File: src/rtl/conv_subblock_reader_pkg.sv
// Shared constants for the conv-encoder subblock drain: block sizes,
// FSM state encoding and the out_sel source codes.
package conv_subblock_reader_pkg;

  localparam int SHORT_BYTES_DEF = 132;
  localparam int LONG_BYTES_DEF  = 768;
  localparam int CNT_W_DEF       = 10;

  typedef enum logic [2:0] {
    ST_IDLE = 3'd0,
    ST_RD   = 3'd1,
    ST_CAP  = 3'd2,
    ST_S0   = 3'd3,
    ST_S1   = 3'd4,
    ST_S2   = 3'd5,
    ST_FIN  = 3'd6
  } state_t;

  localparam logic [1:0] SEL_Q0 = 2'd0;
  localparam logic [1:0] SEL_Q1 = 2'd1;
  localparam logic [1:0] SEL_Q2 = 2'd2;

endpackage

File: src/rtl/conv_subblock_reader.sv
// Drains the three subblock FIFOs of the rate-1/3 encoder one triplet at a
// time and serialises them as q0,q1,q2,... over a valid/ready byte stream.
module conv_subblock_reader
  import conv_subblock_reader_pkg::*;
#(
  parameter int SHORT_BYTES = SHORT_BYTES_DEF,
  parameter int LONG_BYTES  = LONG_BYTES_DEF,
  parameter int CNT_W       = CNT_W_DEF
) (
  input  logic       clk,
  input  logic       reset,
  input  logic       computation_done,
  input  logic       length_out,
  input  logic [7:0] q0,
  input  logic [7:0] q1,
  input  logic [7:0] q2,
  output logic       rdreq_subblock,
  output logic [7:0] out_data,
  output logic [1:0] out_sel,
  output logic       out_valid,
  input  logic       out_ready,
  output logic       out_last,
  output logic       busy,
  output logic       block_done,
  output logic       overrun
);

  state_t             r_state;
  state_t             w_next;
  logic               r_done_d;
  logic               r_busy;
  logic               r_overrun;
  logic [CNT_W-1:0]   r_idx;
  logic [CNT_W-1:0]   r_nm1;
  logic [7:0]         r_h0;
  logic [7:0]         r_h1;
  logic [7:0]         r_h2;

  logic               w_rise;
  logic               w_start;
  logic               w_is_last;

  assign w_rise    = computation_done & ~r_done_d;
  assign w_start   = w_rise & (r_state == ST_IDLE);
  assign w_is_last = (r_idx == r_nm1);

  assign busy    = r_busy;
  assign overrun = r_overrun;

  always_ff @(posedge clk or posedge reset) begin
    if (reset) begin
      r_state <= ST_IDLE;
    end else begin
      r_state <= w_next;
    end
  end

  // Datapath: start latch, triplet capture, index advance and status flags.
  always_ff @(posedge clk or posedge reset) begin
    if (reset) begin
      r_done_d  <= 1'b0;
      r_busy    <= 1'b0;
      r_overrun <= 1'b0;
      r_idx     <= '0;
      r_nm1     <= '0;
      r_h0      <= '0;
      r_h1      <= '0;
      r_h2      <= '0;
    end else begin
      r_done_d <= computation_done;
      if (w_start) begin
        r_nm1  <= length_out ? CNT_W'(LONG_BYTES - 1) : CNT_W'(SHORT_BYTES - 1);
        r_idx  <= '0;
        r_busy <= 1'b1;
      end
      // FIFO data is valid the cycle after the pop.
      if (r_state == ST_CAP) begin
        r_h0 <= q0;
        r_h1 <= q1;
        r_h2 <= q2;
      end
      if ((r_state == ST_S2) && out_ready) begin
        if (w_is_last) begin
          r_busy <= 1'b0;
        end else begin
          r_idx <= r_idx + 1'b1;
        end
      end
      if (w_rise && r_busy) begin
        r_overrun <= 1'b1;
      end
    end
  end

  always_comb begin
    w_next         = r_state;
    rdreq_subblock = 1'b0;
    out_valid      = 1'b0;
    out_data       = 8'd0;
    out_sel        = SEL_Q0;
    out_last       = 1'b0;
    block_done     = 1'b0;
    case (r_state)
      ST_IDLE: begin
        if (w_start) w_next = ST_RD;
      end
      ST_RD: begin
        rdreq_subblock = 1'b1;
        w_next         = ST_CAP;
      end
      ST_CAP: begin
        w_next = ST_S0;
      end
      ST_S0: begin
        out_valid = 1'b1;
        out_data  = r_h0;
        out_sel   = SEL_Q0;
        if (out_ready) w_next = ST_S1;
      end
      ST_S1: begin
        out_valid = 1'b1;
        out_data  = r_h1;
        out_sel   = SEL_Q1;
        if (out_ready) w_next = ST_S2;
      end
      ST_S2: begin
        out_valid = 1'b1;
        out_data  = r_h2;
        out_sel   = SEL_Q2;
        out_last  = w_is_last;
        if (out_ready) w_next = w_is_last ? ST_FIN : ST_RD;
      end
      ST_FIN: begin
        block_done = 1'b1;
        w_next     = ST_IDLE;
      end
      default: begin
        w_next = ST_IDLE;
      end
    endcase
  end

endmodule

File: config.mk
export PLATFORM = sky130hd
export DESIGN_NAME = conv_subblock_reader
export DESIGN_NICKNAME = d
export VERILOG_FILES = /design/src/rtl/conv_subblock_reader_pkg.sv /design/src/rtl/conv_subblock_reader.sv
export SDC_FILE = /design/constraint.sdc
export NUM_CORES = 1
export LEC_CHECK = 0
export ABC_AREA = 1
export CAP_MARGIN = 15
export CORE_MARGIN = 3
export CORE_UTILIZATION = 51
export CTS_CLUSTER_SIZE = 12
export DETAILED_ROUTE_END_ITERATION = 6
export PLACE_DENSITY = 0.8
export SLEW_MARGIN = 0
export SYNTH_ARGS = -nofsm -noshare
export SYNTH_HDL_FRONTEND = slang
export SYNTH_SLANG_ARGS = --single-unit
File: constraint.sdc
create_clock -name clk -period 1.5 [get_ports clk]
set_input_delay 0.225 -clock clk [delete_from_list [all_inputs] [get_ports clk]]
set_output_delay 0.225 -clock clk [all_outputs]
set_load 0.02 [all_outputs]
Fig. 1: metal 1
Bar = 20 µm.
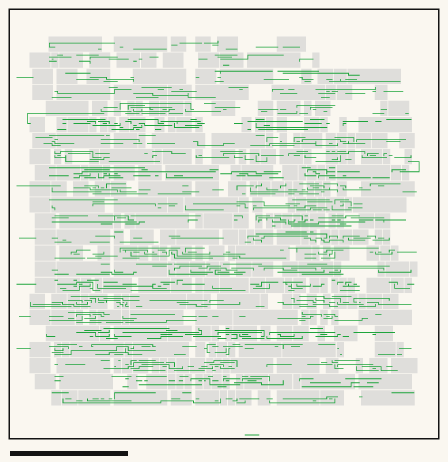
The longest straight run is 22.5 µm. The wires run mostly horizontal. The layer carries 2370 µm of wire. 349 nets have wire on it.
GRT met1 Usage: 25.1%
drt total wl: 5.98 mm
Vias: 2142

Fig. 2: signal wires on met2
Bar = 20 µm.
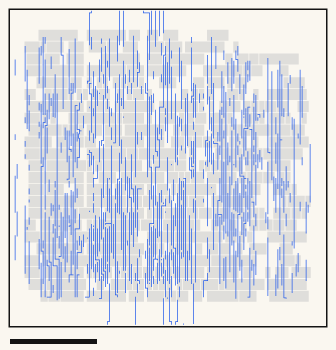
The wires run mostly vertical. The longest straight run is 39.8 µm. The layer holds 53% of the routed length. The layer carries 3140 µm of wire. 331 nets have wire on it.
met2 Resource Use GR: 37.8%

==> qor.yml <==
outcome: "finished, violations left"
utilization_pct: 81.8
period_needed_ps: 1690
ys.flop_type: "dfrtp_1"
final_cell_mix: "nand2_1, buf_4, dfrtp_1"
yosysSeqAreaShare_pct: 46.7
critPathKind: "reg -> out"
async_flop_share_pct: 100
avgSynthCellArea_um2: 8.24
power_switching_mw: 2.06
grt_pass1_wl_mm: 8.71
p_per_area_nw_per_um2: 1590
hp-class: "in -> async"
cts_tree: "done"
r2r_slack_ps: -70
core_area_um2: 4120
mux_share_pct: 6.51
p_leak_nw: 1.62
hold_violations: 0
seq_area_um2: 1050
largest_reg_flops: 10
cts_buffers: 5
biggestCellCategory: "multi-input combinational cells"
yosysTopAreaCell: "dfrtp_1"
wl_met1_mm: 2.37
comb_cell_power_mw: 2.66
seq_share_pct: 31.3
top_logic_kind: "simple AND/OR/NAND/NOR gates"
yosys-top-cells-count: "nand2_1, dfrtp_1, inv_1, nor2_1, nand3_1"
core_util_floorplan_pct: 54.7
rsz0062_at_grt: "yes"
nClkBuffers: 5
slew_headroom_pct: 80.9
place_inst: 396
fin_worst_hold_slack_ps: 287
post-place-ws_ps: -290
timing.final.ws_setup_ps: -185
power_mw: 5.36
io_buffers: 44
worst_slew_pin_slew_ps: 284
comb_share_pct: 33.5
cts_buffer_depth: 2
synth_top_area_share_pct: 46.7
netlist_instances: 273
crit_path_start_kind: "register"
dpl_cell_area_um2: 3010
flops: 42
met2_length_mm: 3.14
xor_share_pct: 0.779
ys.flops: 42
instances_no_fill: 416
signal_buffers: 90
nFillCells: 254
slowest_delay_ps: 420
ys_sh_simple_pct: 28.5
violations: "negative setup slack"
power.group.top: "combinational cells"
setup-violations-final: 15
grt_usage_pct: 21.3
drive_gt1_share_pct: 35.2
h-tree-depth: 2
yosys.cell_types.count: 28
grt_max_degree: 43
place_congestion: 0.859
synth-edff-count: 0
bufAreaShareNonClock_pct: 25.5
worstSetupStartpoint: "r_state[1]"
crit_chain: "inv_2 > nand3_4 > inv_4 > clkbuf_16 > nand2_2 > o221ai_2 > buf_4"
nNonClkInverters: 38
slowest_stage: "dfrtp_1"
peakVddDrop_mv: 1.39
grt_pass1_vias: 1957
die_y_um: 72.4
drcViolationCount: 0
Fig. 3: M3 wires
Bar = 20 µm.
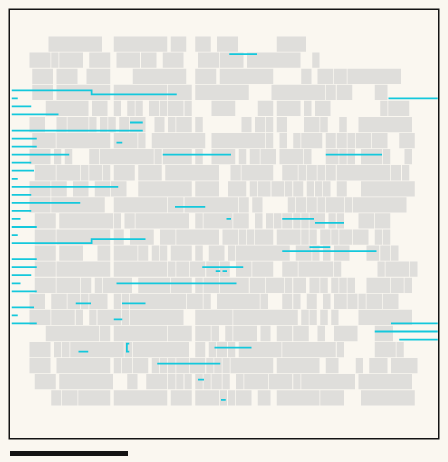
The wires run mostly horizontal. 47 nets have wire on it. The layer holds 5.4% of the routed length.
grt met3 use: 5.82%

Fig. 4: the metal 4 layer
Bar = 20 µm.
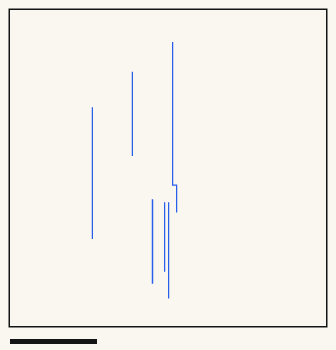
The wires run mostly vertical. The layer carries 145 µm of wire. 6 nets have wire on it.

